==> src/rtl/mem_wb_stage.sv <==
// MEM/WB pipeline register with writeback source select.
// Drives the register file write port one cycle after the MEM stage, and
// holds the sticky processor halt flag and the retired-instruction counter.
//
// Handshake: 'en' is the advance signal from the hazard unit. A MEM-stage
// slot moves into this stage on a posedge where en=1 and flush=0 and the
// core is not halted. 'in_valid' qualifies the slot contents. There is no
// back-pressure from writeback; the register file always accepts the write.
module mem_wb_stage #(
    parameter int WORD_W = 32,
    parameter int SEL_W  = 5
) (
    input  logic              CLK,
    input  logic              nRST,
    input  logic              en,
    input  logic              flush,
    input  logic              in_valid,
    input  logic              in_regwrite,
    input  logic [SEL_W-1:0]  in_wsel,
    input  logic [1:0]        in_wbsel,
    input  logic [WORD_W-1:0] in_alu_out,
    input  logic [WORD_W-1:0] in_dmem_data,
    input  logic [WORD_W-1:0] in_npc,
    input  logic [15:0]       in_imm16,
    input  logic              in_halt,
    output logic              WEN,
    output logic [SEL_W-1:0]  wsel,
    output logic [WORD_W-1:0] wdat,
    output logic              wb_valid,
    output logic              halt,
    output logic [31:0]       retired_count
);

    localparam logic [1:0] WB_ALU  = 2'b00;
    localparam logic [1:0] WB_DMEM = 2'b01;
    localparam logic [1:0] WB_NPC  = 2'b10;
    localparam logic [1:0] WB_LUI  = 2'b11;

    logic              valid_q;
    logic              regwrite_q;
    logic [SEL_W-1:0]  wsel_q;
    logic [1:0]        wbsel_q;
    logic [WORD_W-1:0] alu_q;
    logic [WORD_W-1:0] dmem_q;
    logic [WORD_W-1:0] npc_q;
    logic [15:0]       imm_q;
    logic              halt_field_q;
    logic              halted_q;
    logic [31:0]       count_q;

    // A slot advances and retires only when nothing blocks it.
    logic advance;
    assign advance = en && !flush && !halted_q;

    // Pipeline register, sticky halt and saturating retire counter.
    // Flush and halted both produce a bubble; data fields are left as-is.
    always_ff @(posedge CLK or negedge nRST) begin
        if (!nRST) begin
            valid_q      <= 1'b0;
            regwrite_q   <= 1'b0;
            wsel_q       <= '0;
            wbsel_q      <= WB_ALU;
            alu_q        <= '0;
            dmem_q       <= '0;
            npc_q        <= '0;
            imm_q        <= '0;
            halt_field_q <= 1'b0;
            halted_q     <= 1'b0;
            count_q      <= '0;
        end else if (flush || halted_q) begin
            valid_q      <= 1'b0;
            regwrite_q   <= 1'b0;
            halt_field_q <= 1'b0;
        end else if (en) begin
            valid_q      <= in_valid;
            regwrite_q   <= in_regwrite;
            wsel_q       <= in_wsel;
            wbsel_q      <= in_wbsel;
            alu_q        <= in_alu_out;
            dmem_q       <= in_dmem_data;
            npc_q        <= in_npc;
            imm_q        <= in_imm16;
            halt_field_q <= in_halt;
            if (in_valid && in_halt) begin
                halted_q <= 1'b1;
            end
            if (in_valid && (count_q != 32'hFFFF_FFFF)) begin
                count_q <= count_q + 32'd1;
            end
        end
    end

    // Writeback source select; driven regardless of WEN.
    always_comb begin
        wdat = alu_q;
        case (wbsel_q)
            WB_ALU:  wdat = alu_q;
            WB_DMEM: wdat = dmem_q;
            WB_NPC:  wdat = npc_q;
            WB_LUI:  wdat = {imm_q, {(WORD_W-16){1'b0}}};
            default: wdat = alu_q;
        endcase
    end

    // Register file port; writes to $0 never leave this stage.
    assign WEN           = valid_q && regwrite_q && (wsel_q != '0);
    assign wsel          = wsel_q;
    assign wb_valid      = valid_q;
    assign halt          = halted_q;
    assign retired_count = count_q;

    // halt_field_q and advance are kept for debug visibility of the slot.
    logic unused_ok;
    assign unused_ok = halt_field_q ^ advance;

endmodule

==> config.mk <==
export PLATFORM = sky130hd
export DESIGN_NAME = mem_wb_stage
export DESIGN_NICKNAME = d
export VERILOG_FILES = /design/src/rtl/mem_wb_stage.sv
export SDC_FILE = /design/constraint.sdc
export NUM_CORES = 1
export LEC_CHECK = 0
export ABC_AREA = 1
export CAP_MARGIN = 20
export CORE_MARGIN = 5
export CORE_UTILIZATION = 30
export DETAILED_ROUTE_END_ITERATION = 7
export GPL_TIMING_DRIVEN = 0
export PLACE_DENSITY = 0.53
export REMOVE_ABC_BUFFERS = 1
export SLEW_MARGIN = 5
export SYNTH_ARGS = -nofsm -noshare
export SYNTH_HDL_FRONTEND = slang
export SYNTH_SLANG_ARGS = --single-unit
==> constraint.sdc <==
create_clock -name CLK -period 3.3 [get_ports CLK]
set_clock_uncertainty 0.2 [all_clocks]
set_input_delay 0.495 -clock CLK [delete_from_list [all_inputs] [get_ports CLK]]
set_output_delay 0.495 -clock CLK [all_outputs]
set_load 0.02 [all_outputs]
Fig. 1: run 1, signal wires on met3
The bar under the picture is 50 µm long. Cells faint in the background.
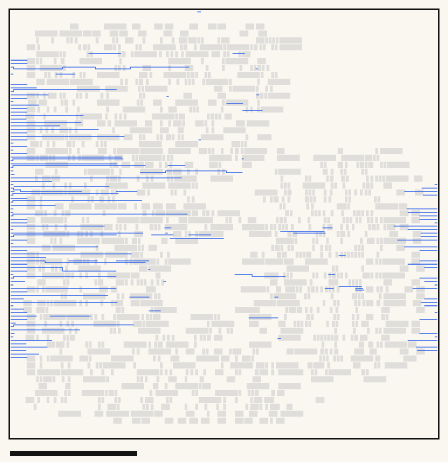
main direction: horizontal
longest straight run: 68.5 µm
nets with wire on the layer: 136
wire length on this layer: 2120 µm

Fig. 2: run 1, routing congestion map
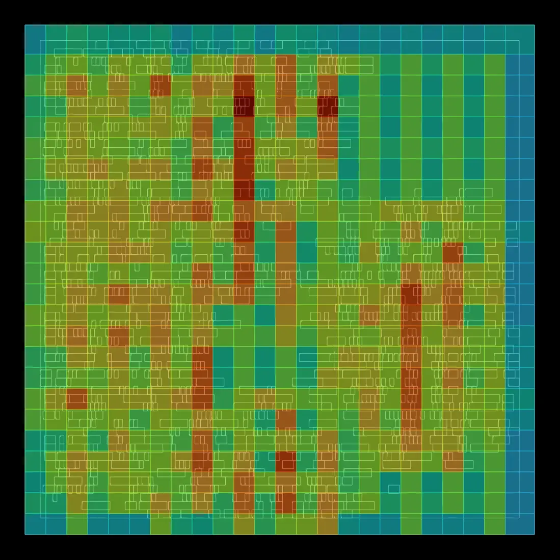
fraction of met2 tracks used by global routing: 24.20%
grt peak-use layer: met2
per-cell routed wire length: 14.03 µm
Final Core Density: 42.06%

Fig. 3: run 1, signal wires on met1
The bar under the picture is 50 µm long. Supply wires on this layer in grey.
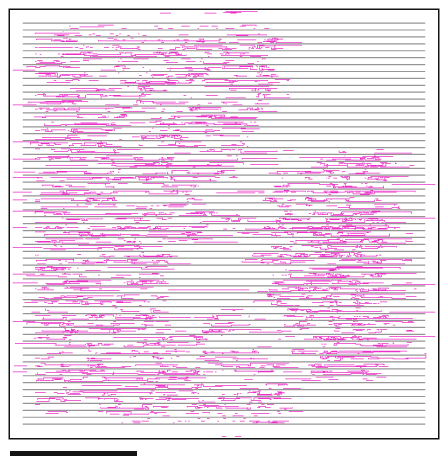
share of all routed wire: 44%
main direction: horizontal
nets with wire on the layer: 1148
wire length on this layer: 9690 µm
longest straight run: 47.8 µm

==> results_tabular.tex, run 1 <==
% Synthesis and place-and-route results
\begin{tabular}{lr}
\hline
Metric & Value \\
\hline
\multicolumn{2}{l}{\textbf{Power and ir drop}} \\
Power share of the sequential group & 39.4\% \\
Cell-internal power & 4.235 mW \\
\multicolumn{2}{l}{\textbf{Worst setup path}} \\
Critical path depth in cells & 6 \\
Crit path largest cell delay & 0.66 ns \\
Critical Path AT & 2.41 ns \\
Startpoint of the worst-slack reg-to-reg timing path & halt\$\_DFFE\_PN0P\_ \\
Worst Setup EP & wdat[19] \\
Worst-path cell chain & inv\_1 > nor2\_4 > buf\_16 > nand2\_1 > nand4\_1 > clkdlybuf4s50\_1 \\
Slowest stage cell on the critical path & clkdlybuf4s50\_1 \\
\multicolumn{2}{l}{\textbf{Global route}} \\
Global-route wire length before repair & 35.76 mm \\
Global-route usage over all layers & 15.72\% \\
\multicolumn{2}{l}{\textbf{Final layout}} \\
Area grow syn2layout & 39.59\% \\
Highest-count cells in the layout ignoring fill and taps & 644 x nand2\_1, 196 x clkdlybuf4s50\_1, 154 x dfrtp\_1, 50 x nor2\_1, 36 x nand3\_1 \\
Most common logic cell in the routed design & nand2\_1 \\
Non-Clock Inverter Count & 38 \\
\multicolumn{2}{l}{\textbf{CTS}} \\
Number of CTS-inserted buffers & 17 \\
CTS tree & done \\
\multicolumn{2}{l}{\textbf{Synth}} \\
AO/OA Area Share & 0.6154\% \\
Main area contributors after synthesis & dfrtp\_1 51\%, nand2\_1 32\%, nor2\_1 2.6\% \\
Simple-gate share of the synthesized area & 41.40\% \\
Cell type with the highest aggregate area in the netlist & dfrtp\_1 \\
Largest type area fraction & 51.23\% \\
Sequential element share of the synthesized area & 51.23\% \\
\# Cells Yosys & 1032 \\
Top cells by count & 645 x nand2\_1, 154 x dfrtp\_1, 53 x nor2\_1, 36 x nand3\_1, 35 x inv\_1 \\
\multicolumn{2}{l}{\textbf{STA}} \\
Setup slack of the critical path after layout & 0.1986 ns \\
Max Slew Vio Count & 0 \\
\multicolumn{2}{l}{\textbf{Status}} \\
Result of the run & finished, final reports clean \\
\multicolumn{2}{l}{\textbf{Place}} \\
Number of cells after detailed placement & 1524 \\
\multicolumn{2}{l}{\textbf{Worst hold path}} \\
WHS Endpoint & npc\_q[23]\$\_DFFE\_PN0P\_ \\
\multicolumn{2}{l}{\textbf{Detailed routing}} \\
Met2 wirelength from detailed routing & 9.752 mm \\
\hline
\end{tabular}
--- run 2 (diff from run 1) ---
==> constraint.sdc (replaced) <==
create_clock -name CLK -period 3.3 [get_ports CLK]
set_clock_uncertainty 0.2 [all_clocks]
set_input_delay 0.66 -clock CLK [delete_from_list [all_inputs] [get_ports CLK]]
set_output_delay 0.66 -clock CLK [all_outputs]
set_load 0.02 [all_outputs]
Fig. 4: run 2, gate families picked out
The bar under the picture is 50 µm long.
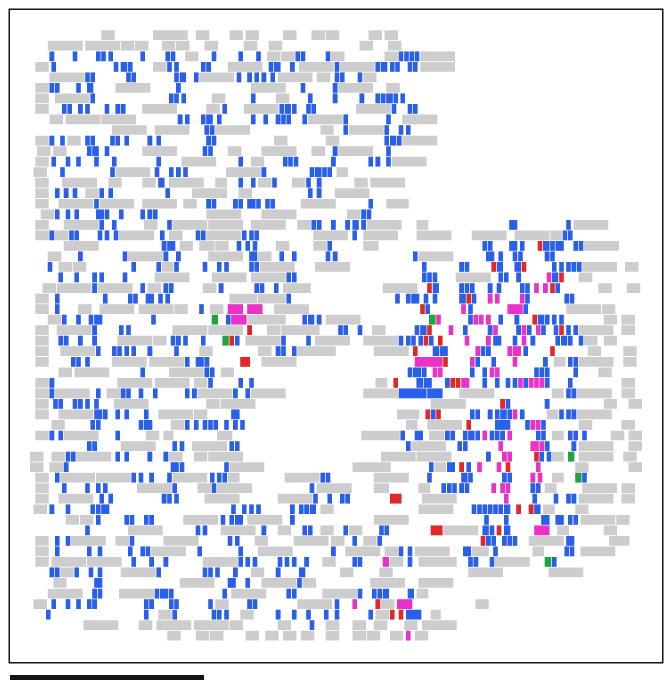
| family | colour | cells | most used |
|---|---|---|---|
| NOR gates | magenta | 61 | nor2_1 |
| inverting AOI/OAI gates | green | 6 | o21ai_0 |
| NAND gates | blue | 715 | nand2_1 |
| inverters | red | 38 | inv_1 |

Fig. 5: run 2, routing congestion map
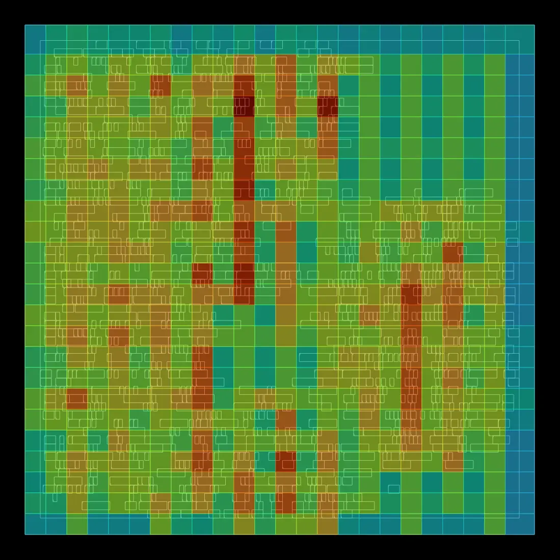
fraction of met2 tracks used by global routing: 24.37%
met3 layer usage reported by global route: 7.607%
Global Route met1 Usage: 20.15%
global-route usage over all layers: 15.78%
per-cell routed wire length: 14.08 µm

==> results_tabular.tex, run 2 <==
% Synthesis and place-and-route results
\begin{tabular}{lr}
\hline
Metric & Value \\
\hline
\multicolumn{2}{l}{\textbf{Synth}} \\
\# Cells Yosys & 1032 (unchanged) \\
Simple-gate share of the synthesized area & 41.40\% (unchanged) \\
AO/OA Area Share & 0.6154\% (unchanged) \\
Largest type area fraction & 51.23\% (unchanged) \\
Sequential element share of the synthesized area & 51.23\% (unchanged) \\
Main area contributors after synthesis & dfrtp\_1 51\%, nand2\_1 32\%, nor2\_1 2.6\% \\
\multicolumn{2}{l}{\textbf{Detailed routing}} \\
Final ANT Viol Nets & 0 \\
Met2 wirelength from detailed routing & 9.852 mm (+1.0\%) \\
Number of search-and-repair iterations in the first detailed-routing pass & 5 \\
\multicolumn{2}{l}{\textbf{Place}} \\
Pre-CTS setup slack & 0.3083 ns \\
\multicolumn{2}{l}{\textbf{Worst setup path}} \\
Worst-path cell chain & inv\_1 > nor2\_4 > buf\_16 > nand2\_1 > nand4\_1 > clkdlybuf4s50\_1 \\
Crit path largest cell delay & 0.66 ns (about the same) \\
Startpoint of the worst-slack reg-to-reg timing path & halt\$\_DFFE\_PN0P\_ \\
Slowest stage cell on the critical path & clkdlybuf4s50\_1 \\
Critical path depth in cells & 6 (unchanged) \\
Critical Path AT & 2.25 ns (-0.16 ns) \\
Worst Setup EP & wdat[28] \\
\multicolumn{2}{l}{\textbf{Final layout}} \\
Post-Layout Cell Count & 1559 \\
Final Core Density & 42.17\% (+0.11 points) \\
Area grow syn2layout & 39.95\% \\
Non-Filler Cell Area, Final & 10530 µm² \\
Highest-count cells in the layout ignoring fill and taps & 644 x nand2\_1, 196 x clkdlybuf4s50\_1, 154 x dfrtp\_1, 50 x nor2\_1, 36 x nand3\_1 \\
Most common logic cell in the routed design & nand2\_1 \\
Non-Clock Inverter Count & 38 (unchanged) \\
\multicolumn{2}{l}{\textbf{Power and ir drop}} \\
Cell-internal power & 4.261 mW (+0.63\%) \\
Power share of the sequential group & 39.2\% (-0.2 points) \\
\multicolumn{2}{l}{\textbf{CTS}} \\
CTS tree & done \\
\multicolumn{2}{l}{\textbf{Global route}} \\
Grt peak-use layer & met2 \\
Global-route wire length before repair & 35.89 mm (+0.35\%) \\
\multicolumn{2}{l}{\textbf{STA}} \\
Max Slew Vio Count & 0 (unchanged) \\
Setup slack of the critical path after layout & 0.1916 ns (-0.007082 ns) \\
\multicolumn{2}{l}{\textbf{Status}} \\
Result of the run & finished, final reports clean \\
\hline
\end{tabular}
--- run 3 (diff from run 2) ---
CTS_CLUSTER_SIZE = 40   (was not set)
PLACE_DENSITY = 0.62   (was 0.53)
Fig. 6: run 3, gate families picked out
The bar under the picture is 50 µm long.
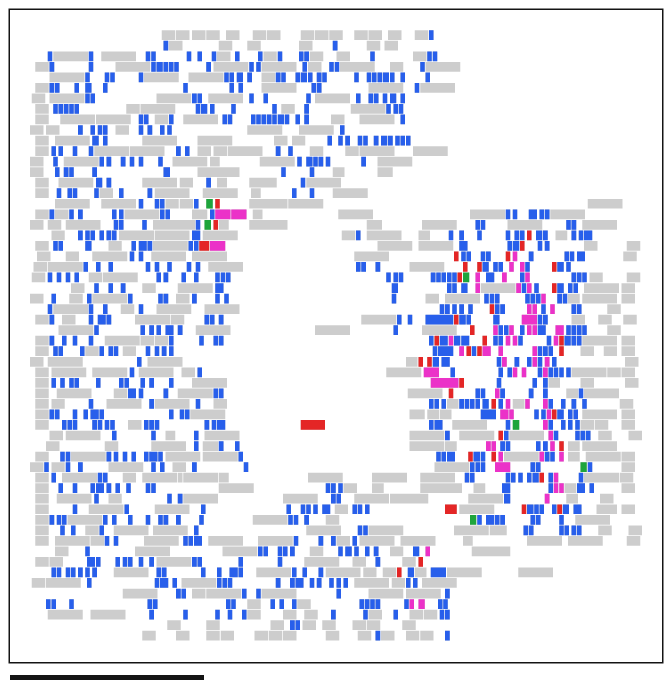
| family | colour | cells | most used |
|---|---|---|---|
| inverters | red | 38 | inv_1 |
| NOR gates | magenta | 61 | nor2_1 |
| inverting AOI/OAI gates | green | 6 | o21ai_0 |
| NAND gates | blue | 715 | nand2_1 |

Fig. 7: run 3, zoomed window
The bar under the picture is 10 µm long. Region (106, 22) to (146, 62) µm. Cells in grey, sequential cells in the stronger grey; small squares are vias.
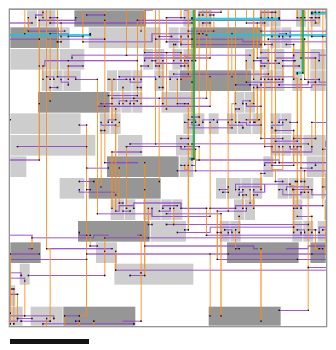
| layer | colour |
|---|---|
| metal 3 | cyan |
| metal 4 | green |
| metal 2 | orange |
| metal 1 | purple |
cells with their middle in the window: 104
most frequent: nand2_1 (44), nor2_1 (13), dfrtp_1 (11)
netlist names of flops here include: retired_count (9)
sequential cells in the window: 11

==> results_tabular.tex, run 3 <==
% Synthesis and place-and-route results
\begin{tabular}{lr}
\hline
Metric & Value \\
\hline
\multicolumn{2}{l}{\textbf{Final layout}} \\
Non-Filler Cell Area, Final & 10530 µm² (unchanged) \\
Most common logic cell in the routed design & nand2\_1 \\
Non-Clock Inverter Count & 38 (unchanged) \\
Final Core Density & 42.17\% (unchanged) \\
Area grow syn2layout & 39.95\% (unchanged) \\
Post-Layout Cell Count & 1560 (+0.064\%) \\
Highest-count cells in the layout ignoring fill and taps & 644 x nand2\_1, 196 x clkdlybuf4s50\_1, 154 x dfrtp\_1, 50 x nor2\_1, 36 x nand3\_1 \\
\multicolumn{2}{l}{\textbf{Worst setup path}} \\
Slowest stage cell on the critical path & clkdlybuf4s50\_1 \\
Worst Setup EP & wdat[19] \\
Critical path depth in cells & 5 (-1) \\
R2R cell count & 6 \\
Critical Path AT & 2.28 ns (+0.03 ns) \\
Worst-path cell chain & nand2\_1 > clkinvlp\_4 > nand2\_1 > nand4\_1 > clkdlybuf4s50\_1 \\
Category of the worst setup path capture point & output pin \\
Crit path largest cell delay & 0.63 ns (-0.03 ns) \\
\multicolumn{2}{l}{\textbf{Synth}} \\
Sequential element share of the synthesized area & 51.23\% (unchanged) \\
Simple-gate share of the synthesized area & 41.40\% (unchanged) \\
Largest type area fraction & 51.23\% (unchanged) \\
Main area contributors after synthesis & dfrtp\_1 51\%, nand2\_1 32\%, nor2\_1 2.6\% \\
\# Cells Yosys & 1032 (unchanged) \\
AO/OA Area Share & 0.6154\% (unchanged) \\
\multicolumn{2}{l}{\textbf{Global route}} \\
Global Route met1 Usage & 19.42\% (-0.73 points) \\
Global-route wire length before repair & 34.91 mm (-2.7\%) \\
Met3 layer usage reported by global route & 6.199\% (-1.4 points) \\
Global-route usage over all layers & 15.26\% (-0.51 points) \\
Grt peak-use layer & met2 \\
Fraction of met2 tracks used by global routing & 24.13\% (-0.24 points) \\
\multicolumn{2}{l}{\textbf{CTS}} \\
CTS tree & done \\
\multicolumn{2}{l}{\textbf{Die}} \\
Die height & 168.3 µm \\
Number of tap instances & 330 \\
\multicolumn{2}{l}{\textbf{Detailed routing}} \\
Number of search-and-repair iterations in the first detailed-routing pass & 4 (-1) \\
Final ANT Viol Nets & 0 (unchanged) \\
Per-cell routed wire length & 13.96 µm (-0.84\%) \\
\multicolumn{2}{l}{\textbf{Status}} \\
Result of the run & complete, but fails checks \\
Violations in the final reports & hold timing \\
\multicolumn{2}{l}{\textbf{STA}} \\
Setup slack of the critical path after layout & 0.1628 ns (-0.02874 ns) \\
Fin Hold WS & -0.0003322 ns \\
Total count of hold-check failures in the final report & 1 \\
\multicolumn{2}{l}{\textbf{Power and ir drop}} \\
Combinational Power & 2.04 mW \\
Cell-internal power & 4.455 mW (+4.5\%) \\
Power share of the sequential group & 38.3\% (-0.9 points) \\
Power, Total & 6.713 mW \\
\multicolumn{2}{l}{\textbf{Place}} \\
Port bufs & 197 \\
Pre-CTS setup slack & -0.2061 ns (-0.5144 ns) \\
\hline
\end{tabular}
No activity file was given, so power comes from the tool's default toggle rates.
